## src/rtl/mips_cpu_regfile_ldq_pkg.sv

```systemverilog
// Shared MIPS CPU types: load merge kinds, opcode decode for loads and
// architectural register numbers.
package mips_cpu_pkg;

  typedef enum logic [2:0] {
    LD_LW  = 3'd0,
    LD_LB  = 3'd1,
    LD_LBU = 3'd2,
    LD_LH  = 3'd3,
    LD_LHU = 3'd4,
    LD_LWL = 3'd5,
    LD_LWR = 3'd6
  } load_op_t;

  localparam int unsigned REG_ZERO = 0;
  localparam int unsigned REG_V0   = 2;

  // Primary opcode field (instr[31:26]) to merge kind; non-loads map to LW.
  function automatic load_op_t opcode_to_load_op(input logic [5:0] opcode);
    case (opcode)
      6'h20:   return LD_LB;
      6'h21:   return LD_LH;
      6'h22:   return LD_LWL;
      6'h24:   return LD_LBU;
      6'h25:   return LD_LHU;
      6'h26:   return LD_LWR;
      default: return LD_LW;
    endcase
  endfunction

endpackage

```

## src/rtl/mips_cpu_regfile_ldq_if.sv

```systemverilog
// Pipeline-facing bundle of the register file: read ports, ALU write,
// load issue and memory response.
interface mips_cpu_regfile_ldq_if #(
  parameter int unsigned NUM_RD   = 2,
  parameter int unsigned LD_DEPTH = 4,
  parameter int unsigned ADDR_W   = 5
);
  localparam int unsigned CW = $clog2(LD_DEPTH) + 1;

  logic [NUM_RD*ADDR_W-1:0] rd_addr;
  logic [NUM_RD*32-1:0]     rd_data;
  logic [NUM_RD-1:0]        rd_busy;
  logic                     wr_en;
  logic [ADDR_W-1:0]        wr_addr;
  logic [31:0]              wr_data;
  logic                     ld_issue_valid;
  logic                     ld_issue_ready;
  logic [ADDR_W-1:0]        ld_issue_reg;
  logic [2:0]               ld_issue_op;
  logic [1:0]               ld_issue_vaddr;
  logic                     ld_resp_valid;
  logic [31:0]              ld_resp_data;
  logic                     ld_err;
  logic [CW-1:0]            ld_count;
  logic [31:0]              regv0;

  modport master (
    output rd_addr, wr_en, wr_addr, wr_data,
           ld_issue_valid, ld_issue_reg, ld_issue_op, ld_issue_vaddr,
           ld_resp_valid, ld_resp_data,
    input  rd_data, rd_busy, ld_issue_ready, ld_err, ld_count, regv0
  );

  modport slave (
    input  rd_addr, wr_en, wr_addr, wr_data,
           ld_issue_valid, ld_issue_reg, ld_issue_op, ld_issue_vaddr,
           ld_resp_valid, ld_resp_data,
    output rd_data, rd_busy, ld_issue_ready, ld_err, ld_count, regv0
  );
endinterface

```

## src/rtl/mips_cpu_regfile_ldq_merge.sv

```systemverilog
// Combinational load data merge: extracts/extends sub-word loads and splices
// LWL/LWR partial words into the old register value (little-endian lanes).
module mips_cpu_load_merge
  import mips_cpu_pkg::*;
(
  input  load_op_t    op_i,
  input  logic [1:0]  vaddr_i,
  input  logic [31:0] old_i,
  input  logic [31:0] d_i,
  output logic [31:0] value_o,
  output logic        misalign_o
);
  logic [7:0]  byte_v;
  logic [15:0] half_v;

  always_comb begin
    byte_v     = d_i[{vaddr_i, 3'b000} +: 8];
    half_v     = vaddr_i[1] ? d_i[31:16] : d_i[15:0];
    value_o    = d_i;
    misalign_o = 1'b0;
    case (op_i)
      LD_LB:  value_o = {{24{byte_v[7]}}, byte_v};
      LD_LBU: value_o = {24'h0, byte_v};
      LD_LH, LD_LHU: begin
        // Misaligned halfword keeps the old value; the caller flags it.
        misalign_o = vaddr_i[0];
        if (vaddr_i[0])        value_o = old_i;
        else if (op_i == LD_LH) value_o = {{16{half_v[15]}}, half_v};
        else                    value_o = {16'h0, half_v};
      end
      LD_LWL: begin
        case (vaddr_i)
          2'd0:    value_o = {d_i[7:0],  old_i[23:0]};
          2'd1:    value_o = {d_i[15:0], old_i[15:0]};
          2'd2:    value_o = {d_i[23:0], old_i[7:0]};
          default: value_o = d_i;
        endcase
      end
      LD_LWR: begin
        case (vaddr_i)
          2'd0:    value_o = d_i;
          2'd1:    value_o = {old_i[31:24], d_i[31:8]};
          2'd2:    value_o = {old_i[31:16], d_i[31:16]};
          default: value_o = {old_i[31:8],  d_i[31:24]};
        endcase
      end
      default: value_o = d_i;
    endcase
  end
endmodule

```

## src/rtl/mips_cpu_regfile_ldq.sv

```systemverilog
// MIPS register file with NUM_RD bypassed read ports, one ALU write port and
// an in-order outstanding-load queue driving a per-register busy scoreboard.
module mips_cpu_regfile_ldq
  import mips_cpu_pkg::*;
#(
  parameter int unsigned NUM_RD   = 2,
  parameter int unsigned LD_DEPTH = 4,
  parameter int unsigned ADDR_W   = 5
) (
  input logic                  clk,
  input logic                  reset,
  mips_cpu_regfile_ldq_if.slave bus
);
  localparam int unsigned NREG = 2 ** ADDR_W;
  localparam int unsigned PW   = $clog2(LD_DEPTH);
  localparam int unsigned CW   = PW + 1;

  logic [31:0]       regs_q  [NREG];
  logic [NREG-1:0]   busy_q, busy_d;
  logic [ADDR_W-1:0] qreg_q  [LD_DEPTH];
  load_op_t          qop_q   [LD_DEPTH];
  logic [1:0]        qva_q   [LD_DEPTH];
  logic [PW-1:0]     head_q, tail_q;
  logic [CW-1:0]     count_q;
  logic              ld_err_q;

  logic [ADDR_W-1:0] hd_reg;
  logic              empty, full, retire, ret_we, alu_we, accept, misalign;
  logic [31:0]       merged;

  assign hd_reg = qreg_q[head_q];
  assign empty  = (count_q == '0);
  assign full   = (count_q == CW'(LD_DEPTH));
  assign retire = bus.ld_resp_valid && !empty;
  assign ret_we = retire && !misalign && (hd_reg != ADDR_W'(REG_ZERO));
  assign alu_we = bus.wr_en && (bus.wr_addr != ADDR_W'(REG_ZERO));
  assign accept = bus.ld_issue_valid && bus.ld_issue_ready;

  assign bus.ld_issue_ready = !full && !busy_q[bus.ld_issue_reg];
  assign bus.ld_err         = ld_err_q;
  assign bus.ld_count       = count_q;
  assign bus.regv0          = regs_q[REG_V0];

  mips_cpu_load_merge u_merge (
    .op_i       (qop_q[head_q]),
    .vaddr_i    (qva_q[head_q]),
    .old_i      (regs_q[hd_reg]),
    .d_i        (bus.ld_resp_data),
    .value_o    (merged),
    .misalign_o (misalign)
  );

  always_comb begin
    busy_d = busy_q;
    if (retire) busy_d[hd_reg] = 1'b0;
    if (accept && bus.ld_issue_reg != ADDR_W'(REG_ZERO)) busy_d[bus.ld_issue_reg] = 1'b1;
  end

  always_comb begin
    bus.rd_data = '0;
    bus.rd_busy = '0;
    for (int unsigned i = 0; i < NUM_RD; i++) begin
      logic [ADDR_W-1:0] a;
      a = bus.rd_addr[i*ADDR_W +: ADDR_W];
      if (a == ADDR_W'(REG_ZERO))     bus.rd_data[i*32 +: 32] = '0;
      else if (ret_we && hd_reg == a) bus.rd_data[i*32 +: 32] = merged;
      else if (alu_we && bus.wr_addr == a) bus.rd_data[i*32 +: 32] = bus.wr_data;
      else                            bus.rd_data[i*32 +: 32] = regs_q[a];
      bus.rd_busy[i] = busy_q[a] && !(retire && hd_reg == a);
    end
  end

  always_ff @(posedge clk or posedge reset) begin
    if (reset) begin
      for (int unsigned r = 0; r < NREG; r++) regs_q[r] <= '0;
      for (int unsigned e = 0; e < LD_DEPTH; e++) begin
        qreg_q[e] <= '0;
        qop_q[e]  <= LD_LW;
        qva_q[e]  <= '0;
      end
      busy_q   <= '0;
      head_q   <= '0;
      tail_q   <= '0;
      count_q  <= '0;
      ld_err_q <= 1'b0;
    end else begin
      if (alu_we) regs_q[bus.wr_addr] <= bus.wr_data;
      if (ret_we) regs_q[hd_reg] <= merged;
      if (accept) begin
        qreg_q[tail_q] <= bus.ld_issue_reg;
        qop_q[tail_q]  <= load_op_t'(bus.ld_issue_op);
        qva_q[tail_q]  <= bus.ld_issue_vaddr;
        tail_q         <= tail_q + PW'(1);
      end
      if (retire) head_q <= head_q + PW'(1);
      count_q  <= count_q + CW'(accept) - CW'(retire);
      busy_q   <= busy_d;
      ld_err_q <= (bus.ld_resp_valid && empty) || (retire && misalign);
    end
  end

  // The pipeline must stall on rd_busy rather than overwrite a load target.
  a_no_write_busy: assert property (@(posedge clk) disable iff (reset)
    !(bus.wr_en && bus.wr_addr != ADDR_W'(REG_ZERO) && busy_q[bus.wr_addr]));

endmodule

```

## src/flat_wrapper.sv

```systemverilog
// flat-port wrapper written by rule: the top's interface ports become plain ports
module mips_cpu_regfile_ldq_flat import mips_cpu_pkg::*;
#(
  parameter int unsigned NUM_RD   = 2,
  parameter int unsigned LD_DEPTH = 4,
  parameter int unsigned ADDR_W   = 5
)
  (clk, reset, bus_rd_addr, bus_wr_en, bus_wr_addr, bus_wr_data, bus_ld_issue_valid, bus_ld_issue_reg, bus_ld_issue_op, bus_ld_issue_vaddr, bus_ld_resp_valid, bus_ld_resp_data, bus_rd_data, bus_rd_busy, bus_ld_issue_ready, bus_ld_err, bus_ld_count, bus_regv0);
  mips_cpu_regfile_ldq_if #(.NUM_RD(NUM_RD), .LD_DEPTH(LD_DEPTH), .ADDR_W(ADDR_W)) bus_i ();
  input logic clk;
  input logic reset;
  input wire logic [$bits(bus_i.rd_addr)-1:0] bus_rd_addr;
  input wire logic [$bits(bus_i.wr_en)-1:0] bus_wr_en;
  input wire logic [$bits(bus_i.wr_addr)-1:0] bus_wr_addr;
  input wire logic [$bits(bus_i.wr_data)-1:0] bus_wr_data;
  input wire logic [$bits(bus_i.ld_issue_valid)-1:0] bus_ld_issue_valid;
  input wire logic [$bits(bus_i.ld_issue_reg)-1:0] bus_ld_issue_reg;
  input wire logic [$bits(bus_i.ld_issue_op)-1:0] bus_ld_issue_op;
  input wire logic [$bits(bus_i.ld_issue_vaddr)-1:0] bus_ld_issue_vaddr;
  input wire logic [$bits(bus_i.ld_resp_valid)-1:0] bus_ld_resp_valid;
  input wire logic [$bits(bus_i.ld_resp_data)-1:0] bus_ld_resp_data;
  output wire logic [$bits(bus_i.rd_data)-1:0] bus_rd_data;
  output wire logic [$bits(bus_i.rd_busy)-1:0] bus_rd_busy;
  output wire logic [$bits(bus_i.ld_issue_ready)-1:0] bus_ld_issue_ready;
  output wire logic [$bits(bus_i.ld_err)-1:0] bus_ld_err;
  output wire logic [$bits(bus_i.ld_count)-1:0] bus_ld_count;
  output wire logic [$bits(bus_i.regv0)-1:0] bus_regv0;
  assign bus_i.rd_addr = bus_rd_addr;
  assign bus_i.wr_en = bus_wr_en;
  assign bus_i.wr_addr = bus_wr_addr;
  assign bus_i.wr_data = bus_wr_data;
  assign bus_i.ld_issue_valid = bus_ld_issue_valid;
  assign bus_i.ld_issue_reg = bus_ld_issue_reg;
  assign bus_i.ld_issue_op = bus_ld_issue_op;
  assign bus_i.ld_issue_vaddr = bus_ld_issue_vaddr;
  assign bus_i.ld_resp_valid = bus_ld_resp_valid;
  assign bus_i.ld_resp_data = bus_ld_resp_data;
  assign bus_rd_data = bus_i.rd_data;
  assign bus_rd_busy = bus_i.rd_busy;
  assign bus_ld_issue_ready = bus_i.ld_issue_ready;
  assign bus_ld_err = bus_i.ld_err;
  assign bus_ld_count = bus_i.ld_count;
  assign bus_regv0 = bus_i.regv0;
  mips_cpu_regfile_ldq #(.NUM_RD(NUM_RD), .LD_DEPTH(LD_DEPTH), .ADDR_W(ADDR_W)) u_core (.clk(clk), .reset(reset), .bus(bus_i));
endmodule
```

## config.mk

```make
export PLATFORM = sky130hd
export DESIGN_NAME = mips_cpu_regfile_ldq_flat
export DESIGN_NICKNAME = d
export VERILOG_FILES = /design/src/rtl/mips_cpu_regfile_ldq_pkg.sv /design/src/rtl/mips_cpu_regfile_ldq_if.sv /design/src/rtl/mips_cpu_regfile_ldq_merge.sv /design/src/rtl/mips_cpu_regfile_ldq.sv /design/src/flat_wrapper.sv
export SDC_FILE = /design/constraint.sdc
export NUM_CORES = 2
export LEC_CHECK = 0
export CAP_MARGIN = 5
export CELL_PAD_IN_SITES_DETAIL_PLACEMENT = 1
export CELL_PAD_IN_SITES_GLOBAL_PLACEMENT = 1
export CORE_MARGIN = 2
export CORE_UTILIZATION = 43
export DETAILED_ROUTE_END_ITERATION = 12
export PLACE_DENSITY = 0.72
export SLEW_MARGIN = 25
export SYNTH_ARGS = -nofsm -noshare
export SYNTH_HDL_FRONTEND = slang
export SYNTH_HIERARCHICAL = 1
export SYNTH_SLANG_ARGS = --single-unit
```

## constraint.sdc

```tcl
create_clock -name clk -period 58.3 [get_ports clk]
set_input_delay 14.575 -clock clk [delete_from_list [all_inputs] [get_ports clk]]
set_output_delay 14.575 -clock clk [all_outputs]
set_load 0.1 [all_outputs]
```

==> job_summary.md <==
### Metrics collected by this job

| Metric | Value |
|---|---|
| Status | `completed` |
| Setup repair bufs after CTS | `0` |
| CLK BUF | `between 150 and 200` |
| Worst setup path class | `primary input to output pin` |
| Reg2Reg Setup Slack | `slightly above 50 ns` |
| CTS Buffer Depth | `3` |
| Yosys simple share | `0.0769` |
| Core area | `183,000 µm²` |
| Register share after synthesis | `0.350` |
| Max-Cap Viols | `0` |
| LEAKAGE | `around 35 nW` |
| Unrepaired setup endpoints after global routing | `false` |
| Largest fanout on the critical path | `25` |
| Non-filler cells in the finished layout | `approximately 9,300` |
| Share of flip-flops with an asynchronous set or reset | `1.00` |
| Plain + repair buffers | `between 400 and 500` |
| Worst reg2reg path depth | `11` |
| Max power group | `combinational cells` |
| Initial Util | `0.432` |
| Worst setup endpoint | `bus_rd_data[19]` |
| Most common logic cells in the final layout | `1,104 x dfrtp_1, 1,040 x mux2i_1, 870 x a21oi_1` |
| Number of flip-flops in the largest register | `about 1,000` |
| Synth cell types | `approximately 86` |
| Total sequential power | `roughly 1.5 mW` |
| Largest net degree at the start of global routing | `162` |
| Nets | `around 6,900` |
| Max Fclk | `approximately 0.029 GHz` |
| First-pass GRT wire length | `525,000 µm` |
| Final hold vios | `0` |
| Worst Tran Pin Value | `approximately 1.2 ns` |
| Synth Area in XOR/XNOR | `0.00278` |
| Number of logic gates | `5,090` |
| Worst path required time | `approximately 44 ns` |
| Tmin final | `34.86 ns` |
| Detailed Route Iter0 Violations | `~11,000` |
| P_clk | `0.878 mW` |
| Sw Pwr | `3.46 mW` |
| Overflow after GRT | `0` |
| VDD IR max | `~0.11 mV` |
| YS chip area | `78,800 µm²` |
| Top cells, area | `dfrtp_1 35%, mux4_2 25%, mux2i_1 13%` |
| Logic area | `47,600 µm²` |
| WHS | `0.417 ns` |
| Int Pwr | `around 3.0 mW` |
| Vias in the first global route | `70,400` |
| WHS Endpoint | `u_core/regs_q[994]` |
| First-pass DRT Iterations | `7` |
[synthesized netlist by cell type (6+ instances only)]
| cell type | n |
|---|---|
| dfrtp_1 | 1104 |
| mux2i_1 | 1040 |
| a21oi_1 | 870 |
| mux4_2 | 866 |
| nor2_1 | 820 |
| clkbuf_1 | 589 |
| o21ai_0 | 322 |
| nand2_1 | 262 |
| buf_2 | 188 |
| o22ai_1 | 188 |
| a22oi_1 | 130 |
| buf_1 | 100 |
| nand4_1 | 100 |
| o31ai_1 | 100 |
| mux2_2 | 55 |
| buf_4 | 42 |
| inv_1 | 41 |
| nor2b_1 | 40 |
| nand3_1 | 36 |
| buf_6 | 32 |
| o21ai_1 | 25 |
| o32a_1 | 20 |
| xnor2_1 | 20 |
| nand2b_1 | 16 |
| nand3_2 | 13 |
| and3_1 | 9 |
| nand3b_1 | 9 |
| or3_1 | 8 |
| a211oi_1 | 7 |
| a32oi_1 | 7 |
| a222oi_1 | 6 |
| clkbuf_2 | 6 |
| ha_1 | 6 |
| nor3_2 | 6 |
| nor3_4 | 6 |
[critical path, cell delays in order]
cell and delay, ns:
clkdlybuf4s50_1 0.96, or2_0 0.76, o41ai_4 0.26, o31ai_4 0.66
buf_4 0.63, o22ai_1 0.19, o31ai_1 0.91, clkdlybuf4s50_1 1.30
[per-layer routing]
| metal | vias to the layer above | GRT usage | share of wire |
|---|---|---|---|
| met2 | 5904 | 0.567 | 0.43 |
| li1 | 26500 | - | - |
| met3 | 1744 | 0.133 | 0.13 |
| met5 | - | 0 | 0.00025 |
| met4 | 16 | 0.286 | 0.088 |
| met1 | 36400 | 0.487 | 0.35 |
Metal 1:
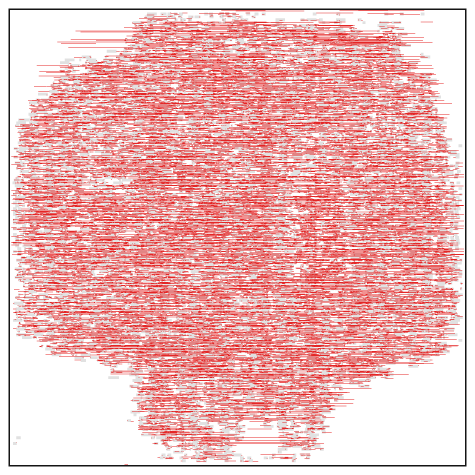
The layer holds 35% of the routed length. The longest straight run is 130 µm. 6,481 nets have wire on it. The wires run mostly horizontal. The layer carries 129 mm of wire.
DRT Wirelength: 370,000 µm
vias: 70,500
global routing usage on met1: 0.487

Met2 routing:
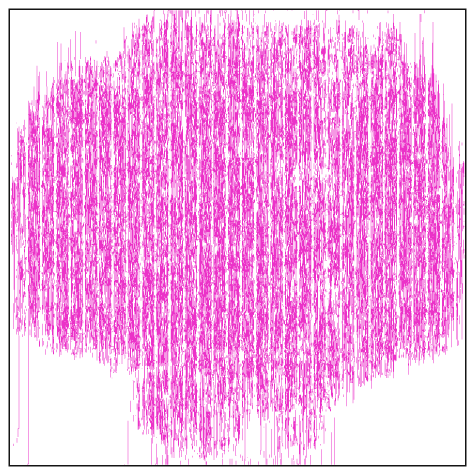
6,030 nets have wire on it. The longest straight run is 148 µm. The layer holds 43% of the routed length. The wires run mostly vertical.
M2 GR Usage: 0.567

Metal 3:
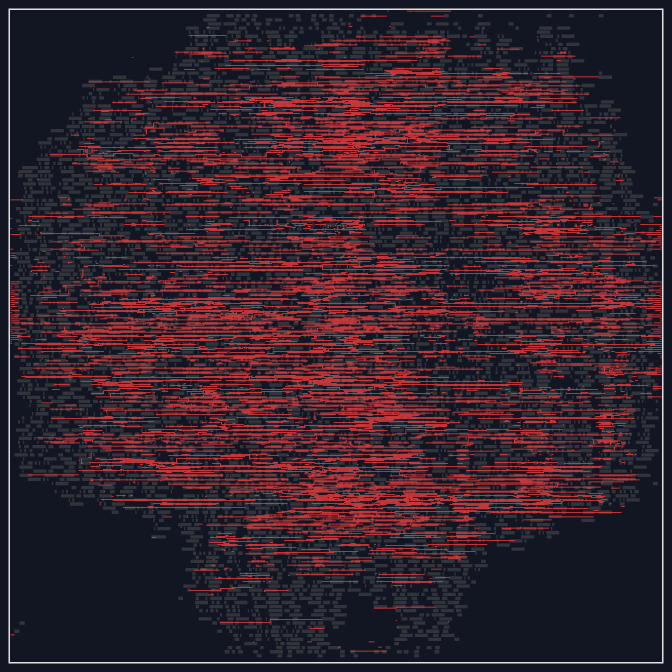
The layer holds 13% of the routed length. The longest straight run is 186 µm. The wires run mostly horizontal. The layer carries 49.6 mm of wire. 1,173 nets have wire on it.
grt met3 use: 0.133

Power figures rest on the tool's default switching activity, not on a simulated workload.
